===== config.mk =====
export PLATFORM = sky130hd
export DESIGN_NAME = serial_adder_flat
export DESIGN_NICKNAME = d
export VERILOG_FILES = /design/src/rtl/serial_adder_if.sv /design/src/rtl/serial_adder.sv /design/src/flat_wrapper.sv
export SDC_FILE = /design/constraint.sdc
export NUM_CORES = 1
export LEC_CHECK = 0
export CAP_MARGIN = 10
export CORE_MARGIN = 1
export CORE_UTILIZATION = 44
export DETAILED_ROUTE_END_ITERATION = 16
export GPL_TIMING_DRIVEN = 0
export MAX_ROUTING_LAYER = met4
export PLACE_DENSITY = 0.8
export SETUP_SLACK_MARGIN = 0.02
export SLEW_MARGIN = 20
export SYNTH_ARGS = -nofsm -noshare
export SYNTH_HDL_FRONTEND = slang
export SYNTH_SLANG_ARGS = --single-unit

===== constraint.sdc =====
create_clock -name clk -period 1.55 [get_ports clk]
set_input_delay 0.155 -clock clk [delete_from_list [all_inputs] [get_ports clk]]
set_output_delay 0.155 -clock clk [all_outputs]
set_load 0.02 [all_outputs]

===== src/rtl/serial_adder_if.sv =====
// Operand/result bundle for the bit-serial adder.
// Handshake: a transfer happens on a rising clk edge where valid and ready are both high;
// valid and its payload are held until that edge, and ready never depends on valid.
interface serial_adder_if #(
    parameter int WIDTH = 8
);
    logic             start_valid;
    logic             start_ready;
    logic [WIDTH-1:0] a_in;
    logic [WIDTH-1:0] b_in;
    logic             c_in;
    logic [WIDTH-1:0] sum_out;
    logic             c_out;
    logic             ovf;
    logic             done_valid;
    logic             done_ready;
    logic             busy;

    modport master (
        output start_valid, a_in, b_in, c_in, done_ready,
        input  start_ready, sum_out, c_out, ovf, done_valid, busy
    );

    modport slave (
        input  start_valid, a_in, b_in, c_in, done_ready,
        output start_ready, sum_out, c_out, ovf, done_valid, busy
    );
endinterface


===== src/rtl/serial_adder.sv =====
// Bit-serial WIDTH-bit adder: one full-adder cell reused LSB first with a registered carry.
// Result, carry-out and signed overflow are registered and only change on entry to DONE.
module serial_adder #(
    parameter int WIDTH = 8
) (
    input  logic          clk,
    input  logic          rst_n,
    serial_adder_if.slave bus,
    output logic [1:0]    fsm_state
);
    localparam int CW = $clog2(WIDTH + 1);

    typedef enum logic [1:0] {
        IDLE = 2'd0,
        RUN  = 2'd1,
        DONE = 2'd2
    } state_t;

    state_t           state;
    logic [WIDTH-1:0] a_sh;
    logic [WIDTH-1:0] b_sh;
    logic [WIDTH-1:0] sum_sh;
    logic [WIDTH-1:0] sum_next;
    logic             carry;
    logic             carry_next;
    logic             bit_s;
    logic [CW-1:0]    cnt;
    logic             last_bit;
    logic [WIDTH-1:0] sum_q;
    logic             c_out_q;
    logic             ovf_q;
    logic             done_valid_q;
    logic             busy_q;

    always_comb begin
        bit_s      = a_sh[0] ^ b_sh[0] ^ carry;
        carry_next = (a_sh[0] & b_sh[0]) | (a_sh[0] & carry) | (b_sh[0] & carry);
        sum_next   = sum_sh >> 1;
        sum_next[WIDTH-1] = bit_s;
    end

    assign last_bit = (cnt == CW'(WIDTH - 1));

    always_ff @(posedge clk or negedge rst_n) begin
        if (!rst_n) begin
            state        <= IDLE;
            a_sh         <= '0;
            b_sh         <= '0;
            sum_sh       <= '0;
            carry        <= 1'b0;
            cnt          <= '0;
            sum_q        <= '0;
            c_out_q      <= 1'b0;
            ovf_q        <= 1'b0;
            done_valid_q <= 1'b0;
            busy_q       <= 1'b0;
        end else begin
            case (state)
                IDLE: begin
                    if (bus.start_valid) begin
                        a_sh   <= bus.a_in;
                        b_sh   <= bus.b_in;
                        carry  <= bus.c_in;
                        cnt    <= '0;
                        busy_q <= 1'b1;
                        state  <= RUN;
                    end
                end
                RUN: begin
                    a_sh   <= a_sh >> 1;
                    b_sh   <= b_sh >> 1;
                    sum_sh <= sum_next;
                    carry  <= carry_next;
                    cnt    <= cnt + CW'(1);
                    if (last_bit) begin
                        // carry still holds the carry into the MSB on this edge
                        sum_q        <= sum_next;
                        c_out_q      <= carry_next;
                        ovf_q        <= carry ^ carry_next;
                        done_valid_q <= 1'b1;
                        state        <= DONE;
                    end
                end
                DONE: begin
                    if (bus.done_ready) begin
                        done_valid_q <= 1'b0;
                        busy_q       <= 1'b0;
                        state        <= IDLE;
                    end
                end
                default: state <= IDLE;
            endcase
        end
    end

    // rst_n gating keeps start_ready low for the whole reset window
    assign bus.start_ready = rst_n & (state == IDLE);
    assign bus.sum_out     = sum_q;
    assign bus.c_out       = c_out_q;
    assign bus.ovf         = ovf_q;
    assign bus.done_valid  = done_valid_q;
    assign bus.busy        = busy_q;
    assign fsm_state       = state;
endmodule


===== src/flat_wrapper.sv =====
// flat-port wrapper written by rule: the top's interface ports become plain ports
module serial_adder_flat 
#(
    parameter int WIDTH = 8
)
  (clk, rst_n, fsm_state, bus_start_valid, bus_a_in, bus_b_in, bus_c_in, bus_done_ready, bus_start_ready, bus_sum_out, bus_c_out, bus_ovf, bus_done_valid, bus_busy);
  serial_adder_if #(.WIDTH(WIDTH)) bus_i ();
  input  logic clk;
  input  logic rst_n;
  output logic [1:0] fsm_state;
  input wire logic [$bits(bus_i.start_valid)-1:0] bus_start_valid;
  input wire logic [$bits(bus_i.a_in)-1:0] bus_a_in;
  input wire logic [$bits(bus_i.b_in)-1:0] bus_b_in;
  input wire logic [$bits(bus_i.c_in)-1:0] bus_c_in;
  input wire logic [$bits(bus_i.done_ready)-1:0] bus_done_ready;
  output wire logic [$bits(bus_i.start_ready)-1:0] bus_start_ready;
  output wire logic [$bits(bus_i.sum_out)-1:0] bus_sum_out;
  output wire logic [$bits(bus_i.c_out)-1:0] bus_c_out;
  output wire logic [$bits(bus_i.ovf)-1:0] bus_ovf;
  output wire logic [$bits(bus_i.done_valid)-1:0] bus_done_valid;
  output wire logic [$bits(bus_i.busy)-1:0] bus_busy;
  assign bus_i.start_valid = bus_start_valid;
  assign bus_i.a_in = bus_a_in;
  assign bus_i.b_in = bus_b_in;
  assign bus_i.c_in = bus_c_in;
  assign bus_i.done_ready = bus_done_ready;
  assign bus_start_ready = bus_i.start_ready;
  assign bus_sum_out = bus_i.sum_out;
  assign bus_c_out = bus_i.c_out;
  assign bus_ovf = bus_i.ovf;
  assign bus_done_valid = bus_i.done_valid;
  assign bus_busy = bus_i.busy;
  serial_adder #(.WIDTH(WIDTH)) u_core (.clk(clk), .rst_n(rst_n), .bus(bus_i), .fsm_state(fsm_state));
endmodule

==> images/clock_nets.png <==
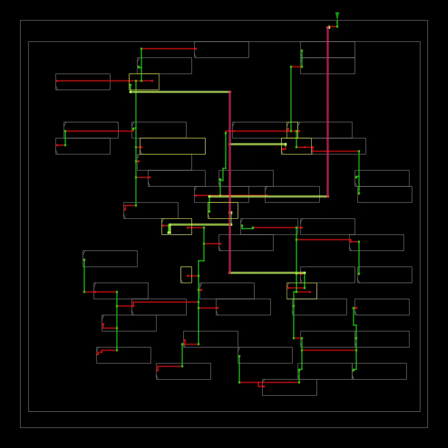
latest clock arrival within the worst-skew pair: 300 ps
Clk. pwr: 0.000846 W
clock skew: 7.147 ps
clkbuf count: 5
cts bufs inserted: 5

==> images/util_map.png <==
Scale bar: 20 um. The die is cut into 7 by 7 equal tiles; dark purple is low, yellow is high, 0 to 100% covered.
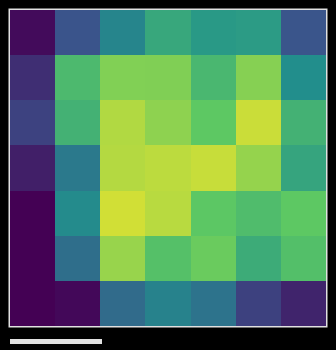
emptiest ninth of the die	bottom left
mean over tiles	54%
nearly empty tiles	6.1%
Initial Util: 47.49%
placeable core area: 4144 um2
Final Util: 63.50%

==> impl_metrics.toml <==
# yosys + openroad results
[worst_setup_path]
crit_path_end_kind = "flop"
max_stage_delay_ps = 420
cp_slowest_cell = "dfrtp_1"

[finish]
diodes = 0
num-nets-final = 259
syn2layout_area_growth_pct = 33.69
nonClockInverterCount = 3
layout-drive-gt1-share_pct = 19.83
lay_top_count = "dfrtp_1"
design_area_um2 = 2631
comb_share_pct = 33.00
flops = 42
buf_share_pct = 20.02
comb_cells = 128
nFillCells = 326

[synth]
synth_top_area_share_pct = 53.40
synth-seq-cells = 42
compound_area_share_pct = 18.25
syn_area_per_cell_um2 = 10.58
yosysMostFrequentCell = "dfrtp_1"
top_area_cell = "dfrtp_1"
ys_top_cells_by_count = "42 x dfrtp_1, 27 x nand2_1, 21 x o21ai_0"
synth.mux.area_fraction_pct = 7.247
top_logic_kind = "AND-OR/OR-AND gates"
synth-edff-count = 0

[sta]
rsz0062_at_grt = "yes"
setup_viol = 0
fmax_mhz = 675.4
finalHoldViolCount = 0

[power_and_ir_drop]
power_leader = "combinational cells"
seq_cell_power_w = 0.00192
internal_power_w = 0.003070
clock_power_share_pct = 17.4

[global_routing]
met3_usage_pct = 5.099
grt_max_degree = 29
grt_antenna_before_repair = 0
grt_pass1_vias = 1438

[placement]
pre_cts_ws_ps = -437.8
dp_hpwl_um = 2727
port_buffers = 35

[clock_network]
clk_pin_slew_ps = 80
clockRootBuffer = "clkbuf_8"
cts_num_sinks = 42
cts_tree = "built"

[detailed_routing]
num_vias = 1585
drt-pass1-iter-count = 4
met2_length_um = 1985
drtAntennaViolNets = 0
met1_length_um = 1919

[status]
status = "finished clean"

[die]
row_count = 23
No activity file was given, so power comes from the tool's default toggle rates.
